### Track usage over the die

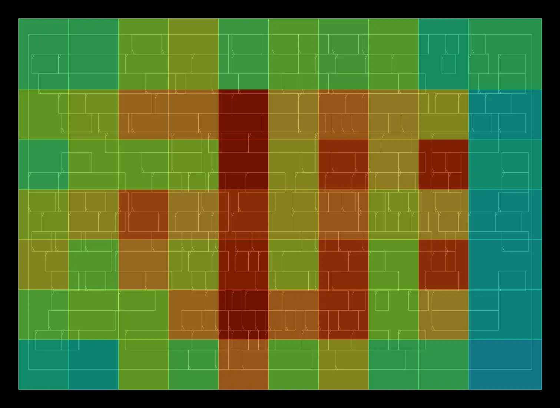
### Sequential cells colored by netlist name

(4 px per um) Other sequential cells in the stronger gray, the rest of the logic in the fainter gray.
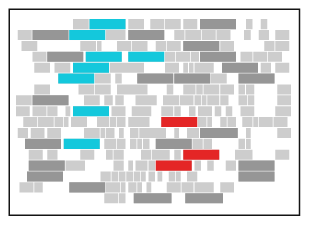
### Cell sizes after repair

(6 px per um)
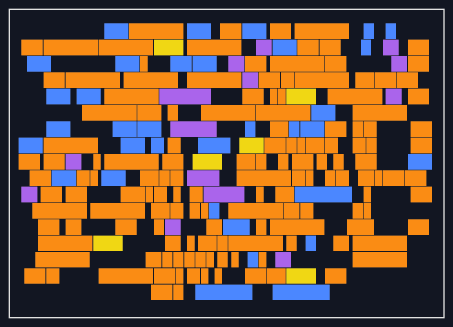
File: src/rtl/cpu8_pkg.sv
// Shared encodings for the 8-bit CPU front end: opcodes, fetch states and
// predecode classes. The IR decoder takes its encodings from here too.
package cpu8_pkg;

  localparam logic [7:0] OPC_LD_A   = 8'h90;
  localparam logic [7:0] OPC_LD_B   = 8'h91;
  localparam logic [7:0] OPC_ST     = 8'hC0;
  localparam logic [7:0] OPC_JMP    = 8'hC1;
  localparam logic [7:0] OPC_HALT   = 8'hFF;
  localparam logic [7:0] OPC_ALU_LO = 8'h92;
  localparam logic [7:0] OPC_ALU_HI = 8'hA9;

  typedef enum logic [2:0] {
    ST_IDLE,
    ST_FETCH,
    ST_LOAD,
    ST_OFETCH,
    ST_OLOAD,
    ST_EXEC,
    ST_HALT
  } state_e;

  typedef enum logic [1:0] {
    CLS_OPND,
    CLS_SINGLE,
    CLS_HALT,
    CLS_ILLEGAL
  } opc_class_e;

endpackage

File: src/rtl/opc_predecode.sv
// Combinational opcode byte classifier used by the fetch sequencer in LOAD.
module opc_predecode
  import cpu8_pkg::*;
(
  input  logic [7:0] opc,
  output logic [1:0] cls
);

  always_comb begin
    cls = CLS_ILLEGAL;
    if (opc == OPC_LD_A || opc == OPC_LD_B || opc == OPC_ST || opc == OPC_JMP)
      cls = CLS_OPND;
    else if (opc >= OPC_ALU_LO && opc <= OPC_ALU_HI)
      cls = CLS_SINGLE;
    else if (opc == OPC_HALT)
      cls = CLS_HALT;
  end

endmodule

File: src/rtl/fetch_seq.sv
// Instruction fetch sequencer: walks the PC over program memory, strobes
// opcodes into the IR, fetches LD/ST/JMP operands and waits on the datapath.
module fetch_seq
  import cpu8_pkg::*;
#(
  parameter logic [7:0] PC_RESET = 8'h00
) (
  input  logic       CLK,
  input  logic       CLRn,
  input  logic       RUN,
  output logic [7:0] MEM_ADDR,
  output logic       MEM_RDn,
  input  logic [7:0] MEM_D,
  output logic [7:0] IR_D,
  output logic       IIRn,
  output logic [7:0] OPND,
  output logic       OPND_VLD,
  input  logic       EXEC_DONE,
  output logic       HALTED,
  output logic       ILLEGAL
);

  state_e     state;
  logic [7:0] pc;
  logic [7:0] opc_q;
  logic [1:0] cls_raw;
  opc_class_e cls;

  opc_predecode u_predecode (
    .opc (MEM_D),
    .cls (cls_raw)
  );

  assign cls      = opc_class_e'(cls_raw);
  assign MEM_ADDR = pc;
  assign IR_D     = MEM_D;

  // Strobe outputs are registered alongside the next state, so each one is
  // a flop output that tracks the state it belongs to with no decode glitch.
  always_ff @(posedge CLK or negedge CLRn) begin
    if (!CLRn) begin
      state    <= ST_IDLE;
      pc       <= PC_RESET;
      opc_q    <= 8'h00;
      OPND     <= 8'h00;
      MEM_RDn  <= 1'b1;
      IIRn     <= 1'b1;
      OPND_VLD <= 1'b0;
      HALTED   <= 1'b0;
      ILLEGAL  <= 1'b0;
    end else begin
      MEM_RDn  <= 1'b1;
      IIRn     <= 1'b1;
      OPND_VLD <= 1'b0;
      case (state)
        ST_IDLE: begin
          if (RUN) begin
            state   <= ST_FETCH;
            MEM_RDn <= 1'b0;
          end
        end
        ST_FETCH: begin
          state <= ST_LOAD;
          IIRn  <= 1'b0;
        end
        ST_LOAD: begin
          opc_q <= MEM_D;
          pc    <= pc + 8'd1;
          case (cls)
            CLS_OPND: begin
              state   <= ST_OFETCH;
              MEM_RDn <= 1'b0;
            end
            CLS_SINGLE: state <= ST_EXEC;
            CLS_HALT: begin
              state  <= ST_HALT;
              HALTED <= 1'b1;
            end
            default: begin
              state   <= ST_HALT;
              HALTED  <= 1'b1;
              ILLEGAL <= 1'b1;
            end
          endcase
        end
        ST_OFETCH: state <= ST_OLOAD;
        ST_OLOAD: begin
          OPND <= MEM_D;
          if (opc_q == OPC_JMP) begin
            pc      <= MEM_D;
            state   <= ST_FETCH;
            MEM_RDn <= 1'b0;
          end else begin
            // only LD_A/LD_B/ST reach here, all of which carry data to EXEC
            pc       <= pc + 8'd1;
            state    <= ST_EXEC;
            OPND_VLD <= 1'b1;
          end
        end
        ST_EXEC: begin
          if (EXEC_DONE) begin
            state   <= ST_FETCH;
            MEM_RDn <= 1'b0;
          end else begin
            OPND_VLD <= OPND_VLD;
          end
        end
        ST_HALT: state <= ST_HALT;
        default: state <= ST_IDLE;
      endcase
    end
  end

endmodule

File: config.mk
export PLATFORM = sky130hd
export DESIGN_NAME = fetch_seq
export DESIGN_NICKNAME = d
export VERILOG_FILES = /design/src/rtl/cpu8_pkg.sv /design/src/rtl/opc_predecode.sv /design/src/rtl/fetch_seq.sv
export SDC_FILE = /design/constraint.sdc
export NUM_CORES = 1
export LEC_CHECK = 0
export CORE_ASPECT_RATIO = 0.7
export CORE_UTILIZATION = 49
export CTS_CLUSTER_DIAMETER = 80
export DETAILED_ROUTE_END_ITERATION = 7
export GPL_TIMING_DRIVEN = 0
export PLACE_DENSITY_LB_ADDON = 0.3
export SYNTH_ARGS = -nofsm -noshare
export SYNTH_HDL_FRONTEND = slang
export SYNTH_SLANG_ARGS = --single-unit
export TNS_END_PERCENT = 100
File: constraint.sdc
create_clock -name CLK -period 1.7 [get_ports CLK]
set_input_delay 0.34 -clock CLK [delete_from_list [all_inputs] [get_ports CLK]]
set_output_delay 0.34 -clock CLK [all_outputs]
set_load 0.01 [all_outputs]
==> impl_summary.log <==
[flow] summary of implementation run
INFO  metric synth.yosys.seq_area_share = 0.475
INFO  metric post_synth_and_or_nand_nor_area_fraction = 0.207
INFO  metric synthesis.instances = 150
INFO  metric worst-path-buf-inv = 1
INFO  metric die_area = 0.00369 mm^2
INFO  metric whs = 110 ps
INFO  metric number_of_enable_flip_flop_cells = 0
INFO  metric layout.cells.most_common = sky130_fd_sc_hd__clkdlybuf4s50_1
INFO  metric swShare = 0.373
INFO  metric first_global_vias = 1355
INFO  metric die_h = 51.1 um
INFO  metric max-clock-path-buffers = 2
INFO  metric adder_share = 0.00740
INFO  metric ctsRootBufferMaster = sky130_fd_sc_hd__clkbuf_8
INFO  metric critical_path.cell_chain = clkdlybuf4s50_1
INFO  metric synth-async-reset-ratio = 1.00
INFO  metric logic_gate_count = 101
INFO  metric drtIter0Drc = 139
INFO  metric crit_path_top_delay_cell = sky130_fd_sc_hd__clkdlybuf4s50_1
INFO  metric setup_repair_after_global_routing_missed_its_margin = false
INFO  metric cts.hold.buffers_added = 0
INFO  metric final_layout_size_suffix_gt1_frac = 0.273
INFO  metric layoutNonFillerInstCount = 245
INFO  metric syn-num-nets = 163
INFO  metric mi_logic_area = 782 um^2
INFO  metric worstSkewPairLatency = 290 ps
INFO  metric tightestPinTransition = 724 ps
INFO  metric flop_count = 32
INFO  metric grt_util_met3 = 0.0710
INFO  metric postSynthAreaPerCell = 11.3 um^2
INFO  metric vias_per_cell = 5.58
INFO  metric worstSetupPathDepth = 1
INFO  metric power.share.combinational = 0.486
INFO  metric total_power_draw = 3870 uW
INFO  metric worstSetupStartpointType = register
INFO  metric clockPowerShare = 0.144
INFO  metric clkSinkCount = 32
INFO  metric seq-cell-share = 0.362
INFO  metric maxCapViolCount = 0
INFO  metric final-setup-viol-count = 0
INFO  metric worstPathArrival = 1330 ps
INFO  metric max-vdd-ir-drop = 0.000897 V
INFO  metric p_int = 2430 uW
INFO  metric timing.hold.worst.class = in -> async
INFO  metric count_of_unresolved_drc_violations_after_routing = 0
INFO  metric post_synth_xor_area_fraction = 0.0207
INFO  metric synth.cells.most_frequent = sky130_fd_sc_hd__dfrtp_1, sky130_fd_sc_hd__mux2_2, sky130_fd_sc_hd__nand2_1
INFO  metric nFillCells = 236
INFO  metric post_synth_instance_area = 0.00169 mm^2
INFO  metric ys.warnings.count = 0
INFO  metric post_cts.repair.setup_buffers = 0
INFO  metric detailroute.wirelength.met3 = 263 um
INFO  metric critical_path_end_type = output port
INFO  metric highest_layer = met4
INFO  metric max_stage_delay = 530 ps
INFO  metric top_cell_area_share = 0.444
INFO  metric setup_tns = 0 ps
INFO  metric cts-resized-gates = 20
INFO  metric worst-r2r-setup-slack = 90 ps
INFO  metric core-area = 0.00321 mm^2
INFO  metric worst_r2r_path_depth = 4
INFO  metric aoi_share = 0.0851
INFO  metric tool_warnings = 26
INFO  metric num-nets-final = 210
INFO  metric cts_inserted_buffers = 5
INFO  metric combAreaFraction = 0.352
INFO  metric synth-area-yosys = 0.00169 mm^2
INFO  metric post-place-ws = -367 ps
INFO  metric pwr.group.clock = 557 uW
INFO  metric timing.fmax = 599 MHz
INFO  metric power.static_leakage = 0.000944 uW
INFO  metric topCombFamilyByArea = simple AND/OR/NAND/NOR gates
INFO  metric io_buffer_count = 40
INFO  metric placed_cells_incl_taps = 237
INFO  metric standard_cell_area_after_detailed_placement = 0.00215 mm^2
INFO  metric grt_max_degree = 33
INFO  metric global_route.overflow_total = 0
INFO  metric startpoint = MEM_RDn
INFO  metric synth.distinct_cells = 39
INFO  metric worstReg2RegStart = opc_q[1]
INFO  metric clkbuf_count = 7
INFO  metric met2_wirelength = 1.94 mm
INFO  metric result_of_the_run = complete, no violations
INFO  metric gr-usage-all-layers = 0.246
INFO  metric hpwl = 2.92 mm
INFO  metric drt-met1-wl = 1.83 mm
INFO  metric timing.rr.end = MEM_ADDR[5]
INFO  metric relSlewSlack = 0.518
INFO  metric globalplace.congestion = 0.866
INFO  metric die_extent_in_x = 72.2 um
INFO  metric ys_sh_mux = 0.139
INFO  metric top_cells_by_area = sky130_fd_sc_hd__dfrtp_1, sky130_fd_sc_hd__mux2_2, sky130_fd_sc_hd__buf_4
INFO  metric number_of_antenna_violations_at_the_first_check_in_global_routing = 0
INFO  metric fin_worst_skew = 6.70 ps
INFO  metric timing.setup.critical_path_class = reg -> out
INFO  metric power_per_cell_area = 1740 mW/mm^2
INFO  metric total_switching_power = 1440 uW
INFO  metric antenna_cells = 0
INFO  metric largestPowerGroup = combinational cells
INFO  metric core_util_floorplan = 0.526
INFO  metric path_delay_family = buffers and inverters
INFO  metric layout_min_cycle_time = 1670 ps
INFO  metric inv_count = 3
INFO  metric timing.final.max_slew_violations = 0
INFO  metric critical_path.endpoint = MEM_RDn
INFO  metric final_worst_setup_slack = 30.2 ps
INFO  metric final-clk-cell-share = 0.0366
INFO  metric power.share.sequential = 0.370
INFO  metric cts.reportedPaths.clkPinSlew = 60 ps
INFO  metric ys.flops = 32
INFO  metric pg_comb = 1880 uW
INFO  metric final_cell_mix = sky130_fd_sc_hd__clkdlybuf4s50_1, sky130_fd_sc_hd__dfrtp_1, sky130_fd_sc_hd__mux2_2
INFO  metric signal_buffer_area_fraction = 0.219
INFO  metric top_cell = sky130_fd_sc_hd__dfrtp_1
INFO  metric clock_tree.htree_level_count = 2
INFO  metric first_pass_grt_wire_length = 6.60 mm
INFO  metric synthFlopType = sky130_fd_sc_hd__dfrtp_1
INFO  metric io-pin-count = 41
INFO  metric critical_path_required = 1360 ps
INFO  metric route.antenna.remaining_nets = 0
INFO  metric synth_stat.cells = 150
-- 'Track usage over the die' (at the start) --
drt wl/cell: 16.7 um
layer with the highest usage after global routing: met2
GR Util met1: 0.323
met2 layer usage reported by global route: 0.385

-- 'Sequential cells colored by netlist name' (at the start) --
color	signal	placed flops
cyan	opc_q	8
red	state	3
not colored	21
final core utilization: 0.693
Power Sequential: 1430 uW
combined flip-flop and latch cell area: 805 um^2

-- 'Cell sizes after repair' (at the start) --
color	size	cells	share
blue	drive 2	34	17%
yellow	drive 6 and up	6	3.0%
purple	drive 3 to 4	14	7.1%
orange	drive 1 or less	144	73%
area added between synthesis and finish: 31.6%
Post-Layout Inst Area: 0.00222 mm^2
buffers outside the clock class: 54

No activity file was given, so power comes from the tool's default toggle rates.
